Figure 1. Clock routing (run 1).
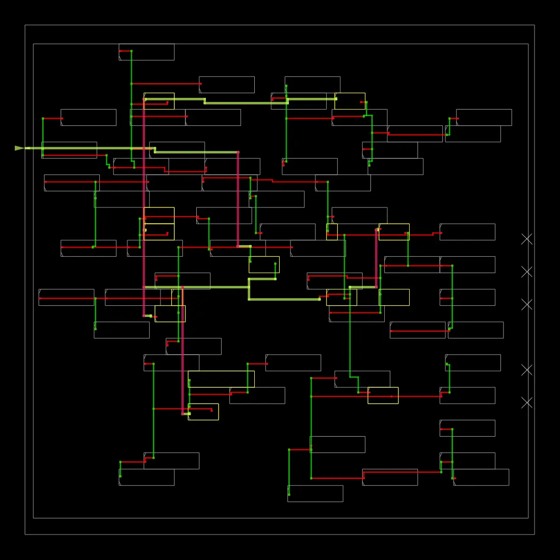
Figure 2. Cell area per tile (run 1).
(4 px per um) The die is cut into 8 by 8 equal tiles; white is low, dark blue is high, 0 to 100% covered.
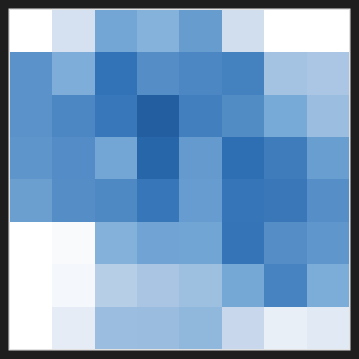
Figure 3. Signal wires by layer (run 1).
(6 px per um)
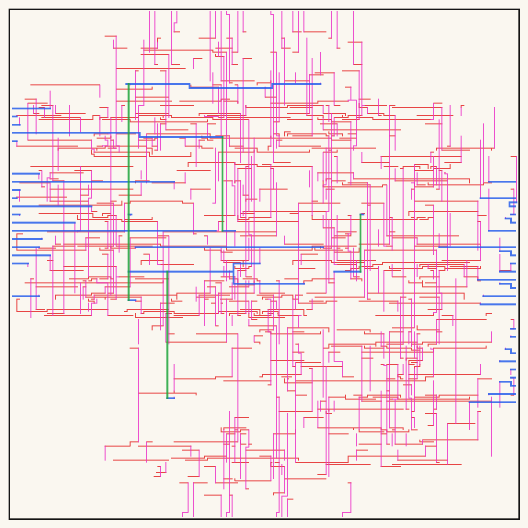
Figure 4. Register map, names as in the netlist (run 1).
(6 px per um) Other sequential cells in the stronger grey, the rest of the logic in the fainter grey.
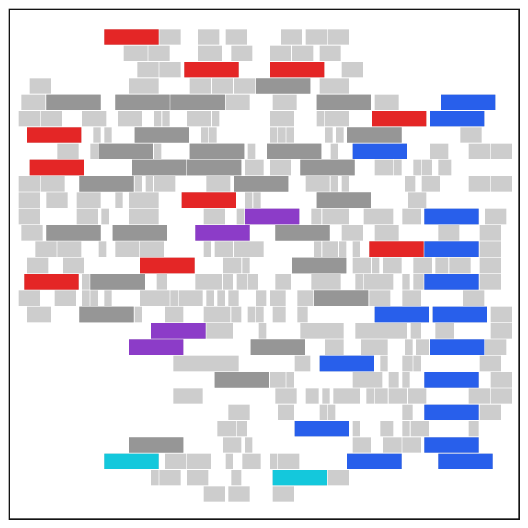
**src/rtl/feat_frame_driver_if.sv**
```systemverilog
// Bundle of the word-in, feature-out and result handshake signals of the
// feature frame driver. The slave modport is the driver's own view; the
// master modport is the view of whatever feeds words and consumes results.
interface feat_frame_driver_if #(
  parameter int FEAT_W = 10
);
  logic [FEAT_W-1:0] in_data;
  logic              in_valid;
  logic              in_ready;
  logic [FEAT_W-1:0] feat_1;
  logic [FEAT_W-1:0] feat_2;
  logic [FEAT_W-1:0] feat_3;
  logic [2:0]        decision;
  logic [1:0]        res_class;
  logic              res_err;
  logic              res_valid;
  logic              res_ready;
  logic [15:0]       frame_cnt;

  modport slave (
    input  in_data, in_valid, decision, res_ready,
    output in_ready, feat_1, feat_2, feat_3,
           res_class, res_err, res_valid, frame_cnt
  );

  modport master (
    output in_data, in_valid, decision, res_ready,
    input  in_ready, feat_1, feat_2, feat_3,
           res_class, res_err, res_valid, frame_cnt
  );
endinterface

```
**src/rtl/feat_frame_driver.sv**
```systemverilog
// Feature frame driver: gathers three feature words into registered
// classifier inputs, waits EVAL_LAT cycles for the classifier to settle,
// samples and encodes its one-hot decision, and offers the encoded class
// on a valid/ready result handshake while counting completed frames.
module feat_frame_driver #(
  parameter int FEAT_W   = 10,
  parameter int EVAL_LAT = 1
) (
  input logic                CLK,
  input logic                RST,
  feat_frame_driver_if.slave bus
);

  typedef enum logic [1:0] {
    LOAD = 2'd0,
    EVAL = 2'd1,
    OUT  = 2'd2
  } state_t;

  typedef struct packed {
    logic [1:0] cls;
    logic       err;
  } result_t;

  localparam logic [3:0] SETTLE_INIT = 4'(EVAL_LAT);

  state_t            state_q, state_d;
  logic              in_ready_q;
  logic [1:0]        idx_q;
  logic [3:0]        settle_q;
  logic [FEAT_W-1:0] feat_1_q, feat_2_q, feat_3_q;
  result_t           res_q, dec_res;
  logic [15:0]       frame_cnt_q;

  logic word_xfer;
  logic last_word;
  logic res_xfer;
  logic sample_now;

  // in_ready_q is only ever high in LOAD, so no extra state qualifier is needed
  assign word_xfer  = bus.in_valid & in_ready_q;
  assign last_word  = word_xfer & (idx_q == 2'd2);
  assign res_xfer   = (state_q == OUT) & bus.res_ready;
  assign sample_now = (state_q == EVAL) & (settle_q <= 4'd1);

  // Encode the classifier's one-hot decision; anything not exactly one-hot is invalid
  always_comb begin
    // NOTE: every signal written here gets a default first, so no path leaves it unassigned and no latch is inferred.
    dec_res = '{cls: 2'd3, err: 1'b1};
    case (bus.decision)
      3'b001:  dec_res = '{cls: 2'd0, err: 1'b0};
      3'b010:  dec_res = '{cls: 2'd1, err: 1'b0};
      3'b100:  dec_res = '{cls: 2'd2, err: 1'b0};
      default: ;
    endcase
  end

  // Next-state logic: collect three words, settle, then hold the result until taken
  always_comb begin
    state_d = state_q;
    case (state_q)
      LOAD:    if (last_word)  state_d = EVAL;
      EVAL:    if (sample_now) state_d = OUT;
      OUT:     if (res_xfer)   state_d = LOAD;
      default: state_d = LOAD;
    endcase
  end

  // State register; in_ready is registered from the next state so it stays low in reset
  always_ff @(posedge CLK or negedge RST) begin
    // NOTE: registers use non-blocking assignments so every flop sees pre-edge values regardless of block order.
    if (!RST) begin
      state_q    <= LOAD;
      in_ready_q <= 1'b0;
    end else begin
      state_q    <= state_d;
      in_ready_q <= (state_d == LOAD);
    end
  end

  // Word index within the frame and the classifier settle counter
  always_ff @(posedge CLK or negedge RST) begin
    if (!RST) begin
      idx_q    <= 2'd0;
      settle_q <= 4'd0;
    end else begin
      if (word_xfer) begin
        idx_q <= (idx_q == 2'd2) ? 2'd0 : idx_q + 2'd1;
      end
      if (last_word) begin
        settle_q <= SETTLE_INIT;
      end else if ((state_q == EVAL) && (settle_q != 4'd0)) begin
        settle_q <= settle_q - 4'd1;
      end
    end
  end

  // Feature registers: each one changes only when its own word is accepted
  always_ff @(posedge CLK or negedge RST) begin
    if (!RST) begin
      feat_1_q <= '0;
      feat_2_q <= '0;
      feat_3_q <= '0;
    end else if (word_xfer) begin
      case (idx_q)
        2'd0:    feat_1_q <= bus.in_data;
        2'd1:    feat_2_q <= bus.in_data;
        2'd2:    feat_3_q <= bus.in_data;
        default: ;
      endcase
    end
  end

  // Result register: the decision is captured only on the final settle edge
  always_ff @(posedge CLK or negedge RST) begin
    if (!RST) begin
      res_q <= '{cls: 2'd0, err: 1'b0};
    end else if (sample_now) begin
      res_q <= dec_res;
    end
  end

  // Completed-frame counter, wrapping silently at 16 bits
  always_ff @(posedge CLK or negedge RST) begin
    if (!RST) begin
      frame_cnt_q <= 16'd0;
    end else if (res_xfer) begin
      frame_cnt_q <= frame_cnt_q + 16'd1;
    end
  end

  assign bus.in_ready  = in_ready_q;
  assign bus.feat_1    = feat_1_q;
  assign bus.feat_2    = feat_2_q;
  assign bus.feat_3    = feat_3_q;
  assign bus.res_class = res_q.cls;
  assign bus.res_err   = res_q.err;
  assign bus.res_valid = (state_q == OUT);
  assign bus.frame_cnt = frame_cnt_q;

endmodule

```
**src/flat_wrapper.sv**
```systemverilog
// flat-port wrapper written by rule: the top's interface ports become plain ports
module feat_frame_driver_flat 
#(
  parameter int FEAT_W   = 10,
  parameter int EVAL_LAT = 1
)
  (CLK, RST, bus_in_data, bus_in_valid, bus_decision, bus_res_ready, bus_in_ready, bus_feat_1, bus_feat_2, bus_feat_3, bus_res_class, bus_res_err, bus_res_valid, bus_frame_cnt);
  feat_frame_driver_if #(.FEAT_W(FEAT_W)) bus_i ();
  input logic CLK;
  input logic RST;
  input wire logic [$bits(bus_i.in_data)-1:0] bus_in_data;
  input wire logic [$bits(bus_i.in_valid)-1:0] bus_in_valid;
  input wire logic [$bits(bus_i.decision)-1:0] bus_decision;
  input wire logic [$bits(bus_i.res_ready)-1:0] bus_res_ready;
  output wire logic [$bits(bus_i.in_ready)-1:0] bus_in_ready;
  output wire logic [$bits(bus_i.feat_1)-1:0] bus_feat_1;
  output wire logic [$bits(bus_i.feat_2)-1:0] bus_feat_2;
  output wire logic [$bits(bus_i.feat_3)-1:0] bus_feat_3;
  output wire logic [$bits(bus_i.res_class)-1:0] bus_res_class;
  output wire logic [$bits(bus_i.res_err)-1:0] bus_res_err;
  output wire logic [$bits(bus_i.res_valid)-1:0] bus_res_valid;
  output wire logic [$bits(bus_i.frame_cnt)-1:0] bus_frame_cnt;
  assign bus_i.in_data = bus_in_data;
  assign bus_i.in_valid = bus_in_valid;
  assign bus_i.decision = bus_decision;
  assign bus_i.res_ready = bus_res_ready;
  assign bus_in_ready = bus_i.in_ready;
  assign bus_feat_1 = bus_i.feat_1;
  assign bus_feat_2 = bus_i.feat_2;
  assign bus_feat_3 = bus_i.feat_3;
  assign bus_res_class = bus_i.res_class;
  assign bus_res_err = bus_i.res_err;
  assign bus_res_valid = bus_i.res_valid;
  assign bus_frame_cnt = bus_i.frame_cnt;
  feat_frame_driver #(.FEAT_W(FEAT_W), .EVAL_LAT(EVAL_LAT)) u_core (.CLK(CLK), .RST(RST), .bus(bus_i));
endmodule
```
**config.mk**
```make
export PLATFORM = sky130hd
export DESIGN_NAME = feat_frame_driver_flat
export DESIGN_NICKNAME = d
export VERILOG_FILES = /design/src/rtl/feat_frame_driver_if.sv /design/src/rtl/feat_frame_driver.sv /design/src/flat_wrapper.sv
export SDC_FILE = /design/constraint.sdc
export NUM_CORES = 1
export LEC_CHECK = 0
export CORE_UTILIZATION = 36
export DETAILED_ROUTE_END_ITERATION = 10
export PLACE_DENSITY = 0.69
export SYNTH_ARGS = -nofsm -noshare
export SYNTH_HDL_FRONTEND = slang
export SYNTH_SLANG_ARGS = --single-unit
export TNS_END_PERCENT = 30
```
**constraint.sdc**
```tcl
create_clock -name CLK -period 3.7 [get_ports CLK]
set_input_delay 0.74 -clock CLK [delete_from_list [all_inputs] [get_ports CLK]]
set_output_delay 0.74 -clock CLK [all_outputs]
set_load 0.1 [all_outputs]
```
==> results.toml, run 1 <==
# generated from flow reports
[run_status]
status = "finished, violations left"
failed_checks = "DRC"

[setup_path]
cp.depth = 1
r2r-start = "u_core.bus.in_ready$_DFF_PN0_"
path_cells = "clkdlybuf4s50_1"
critical_path_class = "register to primary output"
startpoint_type = "register"
critical_path.max_stage_delay_ns = 1.17
crit_buf_inv = 1
worst-path-max-fanout = 6

[place]
dp_slack_ns = 1.05
io_buffers = 67
post-dp-hpwl_um = 3550

[synthesis]
fp_nets = 231
ys_area_um2 = 2460
ys_seq_share_pct = 58.9

[final_timing]
hold_viol_final = 0
finalCritPeriodShare_pct = 72.6
worst_pin_slew_ns = 1.01
fmax_mhz = 372
setup_violations = 0
period_needed_ns = 2.69
relSlewSlack_pct = 32.8

[detailed_routing]
postRouteAntennaNets = 0
dr.pass1.iters = 7
drc = 5

[floorplanning]
die_w_um = 84.7
coreArea_um2 = 6490
rows = 29
ios = 68

[clocking]
clk_path_buf_depth = 2
numCtsBuffers = 9

[global_routing]
grt_pass1_vias = 1763
grt_max_degree = 32
Back to the opening pictures, Figure 1:
Skew-Pair Late Insertion Delay: 0.34 ns
clk_skew: 0.0105 ns

Back to the opening pictures, Figure 2:
emptiest ninth of the die = bottom left
fullest tile = 82%
nearly empty tiles = 9.4%
mean over tiles = 46%

Back to the opening pictures, Figure 3:
M1 -> red  # wire length 2420 um
M2 -> magenta  # wire length 2280 um
M3 -> blue  # wire length 352 um
M4 -> green  # wire length 82.3 um
via count: 1758
wire length per cell: 14.1 um

Back to the opening pictures, Figure 4:
u_core.settle_q -> purple  # flops 4
u_core.bus.res_class -> cyan  # flops 2
u_core.bus.frame_cnt -> blue  # flops 16
u_core.bus.feat_2 -> red  # flops 10
not coloured = 26

run 1: Yosys cell counts, drive strengths merged, types with 3 or more instances:
cell type	instances	area share, %
buf	3	0.61
mux2	22	10
nand2	47	7.2
inv	5	0.76
xor2	7	2.5
nor2	11	1.7
xnor2	14	5.0
o21ai	4	0.81
and3	3	0.76
dfrtp	58	59
ha	4	2.0
nand3	7	1.4
nor3	4	0.81
run 1: cells by family after synthesis:
family          after synthesis  synth area share (%)
compound gates                9                  2.13
xor+xnor                     21                  7.46
fa+ha+maj                     4                  2.03
buf+inv                       9                  1.52
flops                        58                  58.9
mux                          24                  10.9
simple gates                 85                  17.1
run 1: stage by stage:
stage	utilization, %	cell area (um2)	instances	hold slack [ns]
CTS	52.6	3410	365	0.430
global placement	49.6	3220	351	0.457
global route	52.6	3410	365	0.460
finish	52.6	3410	365	0.412
detailed placement	49.6	3220	351	0.463
floorplan	-	2460	210	0.444
run 1: flip-flops by register name, indices dropped and copies added, names as in the netlist:
| name | cells |
|---|---|
| u_core.bus.in_ready | 1 |
| u_core.bus.feat_2 | 10 |
| u_core.bus.feat_3 | 10 |
| u_core.bus.feat_1 | 10 |
| u_core.bus.res_class | 2 |
| u_core.bus.res_err | 1 |
| u_core.settle_q | 4 |
| u_core.state_q | 2 |
| u_core.bus.frame_cnt | 16 |
| u_core.idx_q | 2 |
run 1: worst paths after layout:
path,end,slack (ns)
worst max-delay path,bus_frame_cnt[3],1.01
min in group CLK,u_core.bus.feat_3[5]$_DFFE_PN0P_,0.47
worst max register to register,u_core.bus.feat_1[4]$_DFFE_PN0P_,1.91
worst min-delay path,u_core.bus.frame_cnt[5]$_DFFE_PN0P_,0.41
max in group asynchronous,u_core.bus.feat_1[7]$_DFFE_PN0P_,2.45
worst min register to register,u_core.bus.feat_3[5]$_DFFE_PN0P_,0.47
run 1: final cells by class:
type	count	area [um2]
timing repair buffer	68	671
tap	77	96.3
clock inverter	3	40.0
clock buffer	11	151
multi-input combinational	143	986
fill	579	3080
sequential	58	1450
inverter	5	18.8
run 1: cells in the final DEF, fill, tap and decap left out, drive strengths merged, types with 2 or more instances in the layout:
master	n
a21o	2
a21oi	2
and2b	2
and3	3
buf	3
clkbuf	11
clkdlybuf4s50	65
clkinv	2
dfrtp	58
ha	4
inv	5
mux2	22
mux2i	2
nand2	47
nand3	7
nand4	2
nor2	11
nor3	4
o21ai	4
xnor2	14
xor2	7
run 1: routing by layer:
| layer | vias up | track usage, % | wire (um) |
|---|---|---|---|
| met1 | 851 | 20.5 | 2420 |
| met2 | 52 | 23.5 | 2280 |
| met5 | - | 0 | 0 |
| met4 | 0 | 7.40 | 82 |
| met3 | 10 | 5.90 | 351 |
| li1 | 845 | - | - |
Figure 5. PDN straps and rails (run 1).
(4 px per um) Pins as bars on the die edge. Tap cells in grey.
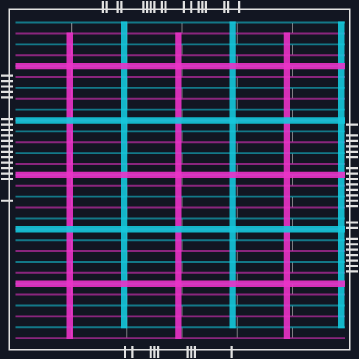

==> run 1 -> run 2 <==
Settings changed: PLACE_DENSITY 0.69 to 0.71.
Clock period 3.7 ns to 2.4 ns, I/O delays scaled along.
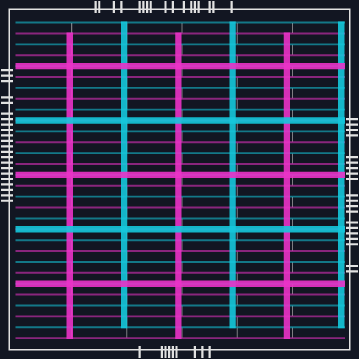
Figure 6: run 2, PDN straps and rails.
(4 px per um) Pins as bars on the die edge. Tap cells in grey.
VDD -> cyan
VSS -> magenta
tap cells = 77
met4 straps = 6
Die Span Y: 84.7 um
core area: 6490 um2
chip width: 84.7 um

==> run 2 against run 1 <==
The flow still finishes with violations (DRC). Non-clock buffer count up 4. Synthesized cell count did not move. Critical path type unchanged. Clock skew is 0.0040 ns lower. Register-to-register slack worse by 1.1 ns. Design area fell by 3.0%. Highest routed layer unchanged. Largest cell class unchanged. First-iteration DRC count is 21% lower. Final cell count grew 1.6%.
==> results.toml, run 2 <==
# generated from flow reports
[run_status]
status = "finished, violations left"
failed_checks = "DRC"

[synthesis]
ys_area_um2 = 2460
synth_top_area_share_pct = 58.9
synthTopCellsByCount = "dfrtp_1 (58), nand2_1 (47), mux2_2 (22)"
yosysTopAreaCell = "dfrtp_1"
ys_seq_share_pct = 58.9
synthMostInstantiatedCell = "dfrtp_1"
area_leaders = "dfrtp_1 (59%), mux2_2 (10%), nand2_1 (7.2%), xnor2_1 (5.0%), xor2_1 (2.5%)"
fp_nets = 231

[floorplanning]
rows = 29
ios = 68

[final_timing]
hold_viol_final = 0
setup_violations = 0
worst_pin_slew_ns = 0.595
period_needed_ns = 1.81
relSlewSlack_pct = 60.3
final.setup_skew_ns = 0.00648
finalCritPeriodShare_pct = 75.2

[place]
io_buffers = 67
dp_slack_ns = 0.346
post-dp-hpwl_um = 3590

[clocking]
clk_path_buf_depth = 2
clkTransAtPathRegs_ns = 0.07
clock_latency_ns = 0.34

[detailed_routing]
vias = 1778
drc = 2
wire_per_inst_um = 13.3

[final_layout]
layout.nets = 310
lay_top_cells = "dfrtp_1 (58), buf_4 (55), nand2_1 (47)"

[setup_path]
worst-path-max-fanout = 8
startpoint_type = "register"
critical_path_class = "register to primary output"

[global_routing]
grt_pass1_vias = 1815
grt_max_degree = 35
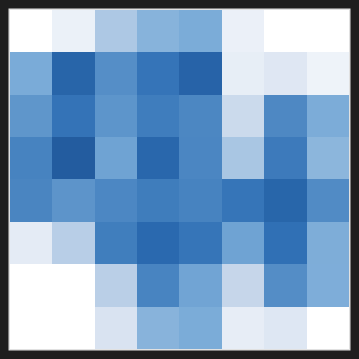
Figure 7: run 2, cell area per tile.
(4 px per um) The die is cut into 8 by 8 equal tiles; white is low, dark blue is high, 0 to 100% covered.
mean over tiles = 45%
emptiest ninth of the die = bottom left
tiles over 75% full = 9.4%
nearly empty tiles = 13%

## run 2: per-layer routing
metal,vias to the layer above,part of all wire (%),GRT usage [%]
met1,859,44,18.9
met5,-,0,0
met2,52,46,23.4
li1,858,-,-
met3,9,8.2,7.37
met4,0,1.3,6.47
## run 2: worst max-delay path, stage by stage, from the launching register on
cell     delay, ns
dfrtp_1       0.44
and2b_1       0.26
buf_4         0.30
## run 2: path summary, 6_finish.rpt
path	startpoint	to	slack (ns)	depth (start not counted)
max in group asynchronous	RST	u_core.bus.feat_2[6]$_DFFE_PN0P_	1.67	2
worst max-delay path	u_core.state_q[0]$_DFF_PN0_	bus_res_valid	0.59	2
min in group CLK	u_core.bus.frame_cnt[15]$_DFFE_PN0P_	u_core.bus.frame_cnt[15]$_DFFE_PN0P_	0.48	1
worst min-delay path	RST	u_core.bus.frame_cnt[2]$_DFFE_PN0P_	0.14	1
worst min register to register	u_core.bus.frame_cnt[15]$_DFFE_PN0P_	u_core.bus.frame_cnt[15]$_DFFE_PN0P_	0.48	1
worst max register to register	u_core.settle_q[0]$_DFFE_PN0P_	u_core.bus.res_err$_DFFE_PN0P_	0.82	5
## run 2: cells by family after synthesis
group                    count (synthesis)  synth area share, %
AND/OR/NAND/NOR                         85                 17.1
flip-flops                              58                 58.9
multiplexers                            24                 10.9
XOR/XNOR                                21                 7.46
AND-OR/OR-AND                            9                 2.13
buffers and inverters                    9                 1.52
adder cells (fa/ha/maj)                  4                 2.03
## run 2: final cells by class
class                   count  area [um2]  area share (%)
clock buffers              11         141            4.27
clock inverters             5        30.0           0.907
inverters                   5        18.8           0.567
multi-input cells         143         986            29.8
flip-flops and latches     58        1450            43.8
well taps                  77        96.3            2.91
repair buffers             72         588            17.8
## run 2: metrics by stage
step / instance area [um2] / instances
4_1_cts: 3310 / 371
3_5_place_dp: 3140 / 355
3_3_place_gp: 3140 / 355
2_1_floorplan: 2460 / 210
5_1_grt: 3310 / 371
6_report: 3310 / 371
